--- src/rtl/int_cfg_arbiter.sv ---
// int_cfg_arbiter: programs default interrupt vectors/mask after reset, then arbitrates MMIO onto the controller config port
module int_cfg_arbiter #(
  parameter int INTERRUPT_LINES = 16,
  parameter int INTERRUPT_BITS = $clog2(INTERRUPT_LINES),
  parameter logic [31:0] VEC_BASE = 32'h0000_1000,
  parameter logic [31:0] VEC_STRIDE = 32'h0000_0040,
  parameter logic [INTERRUPT_LINES-1:0] RESET_MASK = '1
) (
  input  logic clk,
  input  logic rst_n,
  input  logic reinit,
  output logic init_done,
  input  logic bus_req,
  input  logic bus_we,
  input  logic bus_sel_mask,
  input  logic [INTERRUPT_BITS-1:0] bus_entry_id,
  input  logic [31:0] bus_wdata,
  output logic bus_ack,
  output logic bus_rvalid,
  output logic [31:0] bus_rdata,
  input  logic in_service,
  output logic update_int_vec_table,
  output logic read_vec_table,
  output logic [INTERRUPT_BITS-1:0] table_entry_id,
  output logic [31:0] wdata_vec_table,
  input  logic [31:0] int_vec_table_pc,
  output logic update_int_mask,
  output logic read_mask,
  output logic [INTERRUPT_LINES-1:0] wdata_int_mask,
  input  logic [INTERRUPT_LINES-1:0] int_mask_val
);
  typedef enum logic [1:0] {INIT_VEC, INIT_MASK, IDLE} state_t;
  state_t state_q, state_d;
  logic [INTERRUPT_BITS-1:0] cnt_q, cnt_d;
  logic rvalid_q, accept, rd_acc;
  logic [31:0] rdata_q, rdata_d;
  assign init_done = state_q == IDLE;
  assign bus_rvalid = rvalid_q;
  assign bus_rdata = rdata_q;
  // vector-table writes stall while the controller is presenting a PC
  assign accept = state_q == IDLE && bus_req && !reinit && !(bus_we && !bus_sel_mask && in_service);
  assign rd_acc = accept && !bus_we;
  assign rdata_d = bus_sel_mask ? 32'(int_mask_val) : int_vec_table_pc;
  always_comb begin
    state_d = state_q;
    cnt_d = cnt_q;
    bus_ack = 1'b0;
    update_int_vec_table = 1'b0;
    read_vec_table = 1'b0;
    update_int_mask = 1'b0;
    read_mask = 1'b0;
    table_entry_id = '0;
    wdata_vec_table = '0;
    wdata_int_mask = '0;
    case (state_q)
      INIT_VEC: begin
        // init strobes are gated by rst_n so nothing reaches the controller while in reset
        update_int_vec_table = rst_n;
        table_entry_id = rst_n ? cnt_q : '0;
        wdata_vec_table = rst_n ? VEC_BASE + 32'(cnt_q) * VEC_STRIDE : '0;
        cnt_d = cnt_q + 1'b1;
        if (cnt_q == INTERRUPT_BITS'(INTERRUPT_LINES - 1)) begin
          state_d = INIT_MASK;
          cnt_d = '0;
        end
      end
      INIT_MASK: begin
        update_int_mask = rst_n;
        wdata_int_mask = rst_n ? RESET_MASK : '0;
        state_d = IDLE;
      end
      IDLE: begin
        state_d = reinit ? INIT_VEC : IDLE;
        bus_ack = accept;
        update_int_vec_table = accept && bus_we && !bus_sel_mask;
        read_vec_table = accept && !bus_we && !bus_sel_mask;
        update_int_mask = accept && bus_we && bus_sel_mask;
        read_mask = accept && !bus_we && bus_sel_mask;
        table_entry_id = accept && !bus_sel_mask ? bus_entry_id : '0;
        wdata_vec_table = update_int_vec_table ? bus_wdata : '0;
        wdata_int_mask = update_int_mask ? bus_wdata[INTERRUPT_LINES-1:0] : '0;
      end
      default: state_d = INIT_VEC;
    endcase
  end
  always_ff @(posedge clk or negedge rst_n) begin
    if (!rst_n) begin
      state_q <= INIT_VEC;
      cnt_q <= '0;
      rvalid_q <= 1'b0;
      rdata_q <= '0;
    end else begin
      state_q <= state_d;
      cnt_q <= cnt_d;
      rvalid_q <= rd_acc;
      if (rd_acc) rdata_q <= rdata_d;
    end
  end
endmodule

--- config.mk ---
export PLATFORM = sky130hd
export DESIGN_NAME = int_cfg_arbiter
export DESIGN_NICKNAME = d
export VERILOG_FILES = /design/src/rtl/int_cfg_arbiter.sv
export SDC_FILE = /design/constraint.sdc
export NUM_CORES = 1
export LEC_CHECK = 0
export CAP_MARGIN = 30
export CELL_PAD_IN_SITES_DETAIL_PLACEMENT = 0
export CELL_PAD_IN_SITES_GLOBAL_PLACEMENT = 1
export CORE_UTILIZATION = 20
export CTS_CLUSTER_DIAMETER = 200
export CTS_CLUSTER_SIZE = 25
export DETAILED_ROUTE_END_ITERATION = 10
export GPL_TIMING_DRIVEN = 0
export PLACE_DENSITY = 0.78
export SLEW_MARGIN = 20
export SYNTH_ARGS = -nofsm -noshare
export SYNTH_HDL_FRONTEND = slang
export SYNTH_SLANG_ARGS = --single-unit
--- constraint.sdc ---
create_clock -name clk -period 1.6 [get_ports clk]
set_input_delay 0.16 -clock clk [delete_from_list [all_inputs] [get_ports clk]]
set_output_delay 0.16 -clock clk [all_outputs]
set_load 0.02 [all_outputs]
Fig. 1: run 1, wiring by layer
(4 px per µm) Only two layers are drawn.
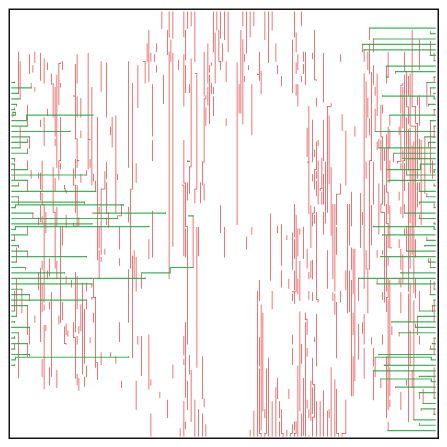
metal 2: drawn in red, wire length 4,430 µm. metal 3: drawn in green, wire length 950 µm.
DR vias: 2,563
Total GRT Usage: 14.9%
Routed WL: 8910 µm
WL per Instance: 15.0 µm

Fig. 2: run 1, port wiring
(2 px per µm)
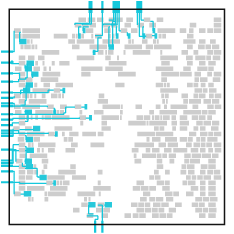
`int_vec_table_pc`: drawn in cyan, bits 32, direction input, end cells 32, buffers 32, wire 547 µm.
IO Pins: 182
IO buf count: 181

==> results.json, run 1 <==
{
  "finalSetupViolations": 88,
  "lay_top_cells": "clkdlybuf4s50_1, buf_6, nand2_1",
  "mux_share_pct": 8.70,
  "cellLeakagePower_nw": 2.44,
  "path_clk_slew_ps": 90,
  "postSynthSeqShare_pct": 44.4,
  "avgSynthCellArea_um2": 9.13,
  "worstSkewPairLatency_ps": 290,
  "cts_tree": "done",
  "fp_util_pct": 20.9,
  "drt_iter0_markers": 66,
  "netlist.area_leader.share_pct": 44.4,
  "arrival_ps": 1830,
  "gp_congestion": 0.685,
  "cts_buffers": 5,
  "fin_setup_tns_ps": -20250,
  "grt_first_pass_wirelength_um": 13200,
  "grt_overflow_total": 0,
  "htreeDepth": 2,
  "synth.distinct_cells": 30,
  "hold_violations": 0,
  "synth_flop_count": 39,
  "clock_sinks": 39,
  "violations": "negative setup slack",
  "yosysChipArea_um2": 2200,
  "powerDensity_nw_per_um2": 1180,
  "cp-start-kind": "flip-flop",
  "xor_share_pct": 0.398,
  "root_buffer": "clkbuf_8",
  "ys_cells": 241,
  "setup_slack_ps": -393,
  "floorplan.nets": 336,
  "die-area_um2": 11400,
  "core-area_um2": 10500,
  "outcome": "finished, violations left",
  "synth.logic.top_family": "simple AND/OR/NAND/NOR gates",
  "dp_hpwl_um": 6320,
  "compound_area_share_pct": 18.1,
  "warnings": 31,
  "yosysWarningCount": 0,
  "areaGrowthSynthToFinish_pct": 130,
  "drive_gt1_share_pct": 38.3,
  "path_class": "flip-flop to output port",
  "fin_skew_ps": 8.33,
  "crit_required_ps": 1440,
  "grt_max_degree": 23,
  "max_freq_mhz": 502,
  "whs_ps": 144,
  "ant_nets": 0,
  "synthSimpleGateAreaFrac_pct": 21.6
}
Fig. 3: run 1, pin map
(4 px per µm) Pins as bars across the die edge, other pins in gray.
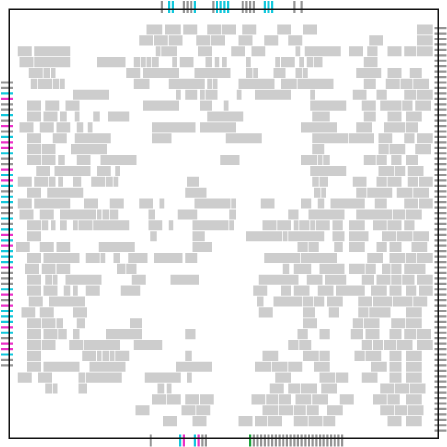
`init_done`: drawn in green, pins 1, direction output, edge bottom. `int_mask_val`: drawn in magenta, pins 16, direction input, edge 14 left, 2 bottom. `int_vec_table_pc`: drawn in cyan, pins 32, direction input, edge 20 left, 10 top, 2 bottom.
Die W: 107 µm
Die Y: 107 µm

-- run 1: registers in the layout, summed over array words and instances (netlist names) --
| name | cells |
|---|---|
| bus_rdata | 32 |
| state_q | 2 |
| cnt_q | 4 |
| bus_rvalid | 1 |
-- run 1: report_power, final --
| group | switching (mW) | internal (mW) | total [mW] | leakage (nW) |
|---|---|---|---|---|
| Clock | 0.387 | 0.514 | 0.901 | 0.0618 |
| Combinational | 1.55 | 1.76 | 3.31 | 1.87 |
| Sequential | 0.341 | 1.43 | 1.77 | 0.508 |
-- run 1: cell families after synthesis --
| kind of cell | count (synthesis) |
|---|---|
| simple gates | 92 |
| xor+xnor | 1 |
| flops | 39 |
| fa+ha+maj | 4 |
| compound gates | 64 |
| buf+inv | 22 |
| mux | 19 |
-- run 1: cell type report --
cell class                      instances  area, µm²  share of cell area [%]
Buffer                                 13        171                    3.39
Clock inverter                          2       38.8                   0.768
Multi-Input combinational cell        180       1370                    27.2
Sequential cell                        39        976                    19.3
Clock buffer                            6       82.6                    1.63
Inverter                                4       20.0                   0.396
Timing Repair Buffer                  213       2220                    44.0
Tap cell                              136        170                    3.37
-- run 1: final timing paths --
check,from,end,slack [ps],cells after the start
max in group asynchronous,rst_n,state_q[0],480,2
worst max register to register,state_q[0],bus_rdata[10],-70,10
min in group clk,int_vec_table_pc[30],bus_rdata[30],400,3
worst max-delay path,state_q[0],wdata_vec_table[14],-390,8
worst min-delay path,rst_n,bus_rdata[15],140,3
worst min register to register,bus_rdata[29],bus_rdata[29],490,2
-- run 1: stage by stage --
stage                     power, mW  std cells  util [%]  instance area [µm²]
after global routing           6.37        593      48.1                 5050
final                          5.98        593      48.1                 5050
after floorplan                3.15        241         -                 2320
after CTS                      5.85        584      46.3                 4860
after global placement         4.62        558      40.9                 4300
after detailed placement       4.68        559      41.0                 4310
-- run 1: critical path: stages, from the launching register on --
cell      delay, ps
dfrtp_1         400
inv_2            80
ha_4            140
nand3b_4        100
nor4b_4         260
buf_6           180
clkbuf_8        150
and2_4          130
buf_6           100
-- run 1: repair_timing --
| action | in CTS | in global routing |
|---|---|---|
| hold buffers | 2 | 0 |
| pin swaps | 37 | 17 |
| cloned | 5 | 4 |
| setup buffers | 15 | 6 |
| endpoints found under the setup margin | 85 | 90 |
| resized | 407 | 65 |
| endpoints found under the hold margin | 17 | 0 |
-- run 1: Yosys cell counts (all sizes together) --
master    n
o21ai    34
mux2i    18
and3      1
nor3b     1
clkinv    1
xnor2     1
clkbuf   10
nand4     1
buf       8
dfrtp    39
a211oi    1
nand3     2
a21boi    1
and2     28
inv       3
nand2    51
ha        4
a31oi     1
nand4bb   1
nand3b    1
mux2      1
a22o      8
or2       2
nor2      3
a21o     17
a21oi     2
nor4b     1
-- run 1: metal layers --
metal  share of wire, %  vias up  wire (µm)  global-route usage (%)
met3                 11        6        949                    6.02
met1                 39     1179       3470                    15.2
li1                   -     1246          -                       -
met4               0.68        0         61                    2.74
met5                  0        -          0                       0
met2                 50      132       4430                    28.3
==> run 2: changes to the inputs <==
--- a/constraint.sdc
+++ b/constraint.sdc
@@ -3,2 +3,2 @@
 set_output_delay 0.16 -clock clk [all_outputs]
-set_load 0.02 [all_outputs]
+set_load 0.01 [all_outputs]
==> results.json, run 2 <==
{
  "dr_wl_met3_um": 1080,
  "path_clk_slew_ps": 80,
  "clock_sinks": 39,
  "avgSynthCellArea_um2": 9.13,
  "violations": "negative setup slack",
  "die_y_um": 107,
  "largest_reg_flops": 32,
  "worstSkewPairLatency_ps": 290,
  "most_common_cell": "nand2_1",
  "die_w_um": 107,
  "finalSetupViolations": 56,
  "htreeDepth": 2,
  "drive_gt1_share_pct": 32.5,
  "warnings": 31,
  "setup_slack_ps": -506,
  "outcome": "finished, violations left",
  "crit_required_ps": 1440,
  "fin_setup_tns_ps": -21590,
  "crit_family": "buffers and inverters",
  "cts_buffers": 5,
  "cts_tree": "done",
  "path_cells": "inv_2 > ha_4 > nand3b_4 > nor4b_4 > buf_6 > buf_6 > a22o_1 > buf_2",
  "arrival_ps": 1950,
  "via_count": 2603,
  "lay_top_cells": "clkdlybuf4s50_1, nand2_1, dfrtp_1",
  "dp.cells": 559,
  "netlist.area_leader.share_pct": 44.4,
  "met2_length_um": 4570,
  "cp-start-kind": "flip-flop",
  "postSynthSeqShare_pct": 44.4,
  "root_buffer": "clkbuf_8",
  "core-area_um2": 10500,
  "grt.total_usage_pct": 15.3,
  "cp_slowest_cell": "dfrtp_1",
  "max_freq_mhz": 475,
  "yosysChipArea_um2": 2200,
  "ant_nets": 0,
  "synth_flop_count": 39
}
[run 2: final cells by class]
cell class,instances,area [µm²]
buffer,13,143
clock buffer,6,72.6
clock inverter,2,12.5
fill,1037,5820
inverter,4,25.0
multi-input combinational,180,1270
sequential,39,976
tap,136,170
timing repair buffer,218,2020
[run 2: cells by family after synthesis]
kind of cell / count (synthesis) / synth area share [%]
mux: 19 / 8.70
compound gates: 64 / 18.1
fa+ha+maj: 4 / 2.28
simple gates: 92 / 21.6
flops: 39 / 44.4
buf+inv: 22 / 4.49
xor+xnor: 1 / 0.398
[run 2: worst paths after layout]
check | startpoint | endpoint | slack [ps] | depth (start not counted)
setup / recovery | state_q[0] | wdata_vec_table[8] | -510 | 8
hold / removal | rst_n | bus_rdata[12] | 100 | 3
setup reg to reg | state_q[0] | bus_rdata[4] | 60 | 9
hold reg to reg | bus_rdata[28] | bus_rdata[28] | 480 | 2
max in group asynchronous | rst_n | bus_rdata[0] | 570 | 2
min in group clk | int_vec_table_pc[16] | bus_rdata[16] | 420 | 3
[run 2: power breakdown]
part / switching [mW] / internal [mW]
clock network: 0.351 / 0.305
registers: 0.300 / 1.43
logic: 1.11 / 1.58
[run 2: stage by stage]
stage               instance area (µm²)  total power, mW  hold WS (ps)
floorplan                          2250             2.70          -136
global placement                   4230             4.18           461
detailed placement                 4250             4.23           136
CTS                                4610             5.06           415
global route                       4690             5.47           142
finish                             4690             5.08           102
[run 2: what timing repair did]
action | in CTS | in global routing
pin swaps | 25 | 9
hold endpoints to repair | 16 | 0
resized | 281 | 45
hold buffers | 2 | 0
setup endpoints to repair | 85 | 89
cloned | 3 | 1
setup buffers | 22 | 8
[run 2: per-layer routing]
metal / up-vias / GRT usage (%)
met2: 147 / 28.6
met1: 1202 / 16.4
met4: 0 / 2.35
met3: 3 / 5.96
li1: 1251 / -
met5: - / 0
[run 2: tightest hold or removal path, stage by stage]
cell and delay, ps:
buf_2 130, buf_12 120, buf_2 450
Fig. 4: run 2, placed standard cells
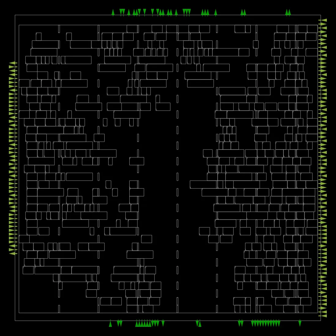
Non-Filler Instances: 598
final design utilization: 44.6%
seq_cells: 39
n_taps: 136
Site Rows: 37

Fig. 5: run 2, pin map
(4 px per µm) Pins as bars across the die edge, other pins in gray.
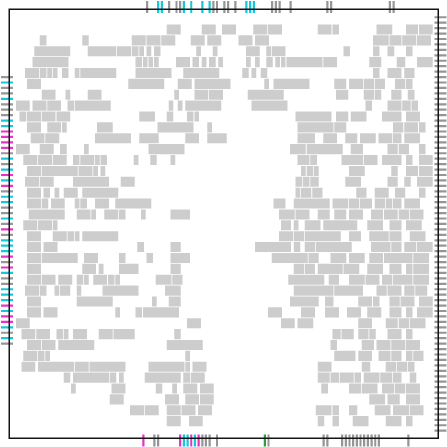
`init_done`: drawn in green, pins 1, direction output, edge bottom. `int_vec_table_pc`: drawn in cyan, pins 32, direction input, edge 20 left, 9 top, 3 bottom. `int_mask_val`: drawn in magenta, pins 16, direction input, edge 12 left, 4 bottom.

Power and IR drop assume default switching activity.
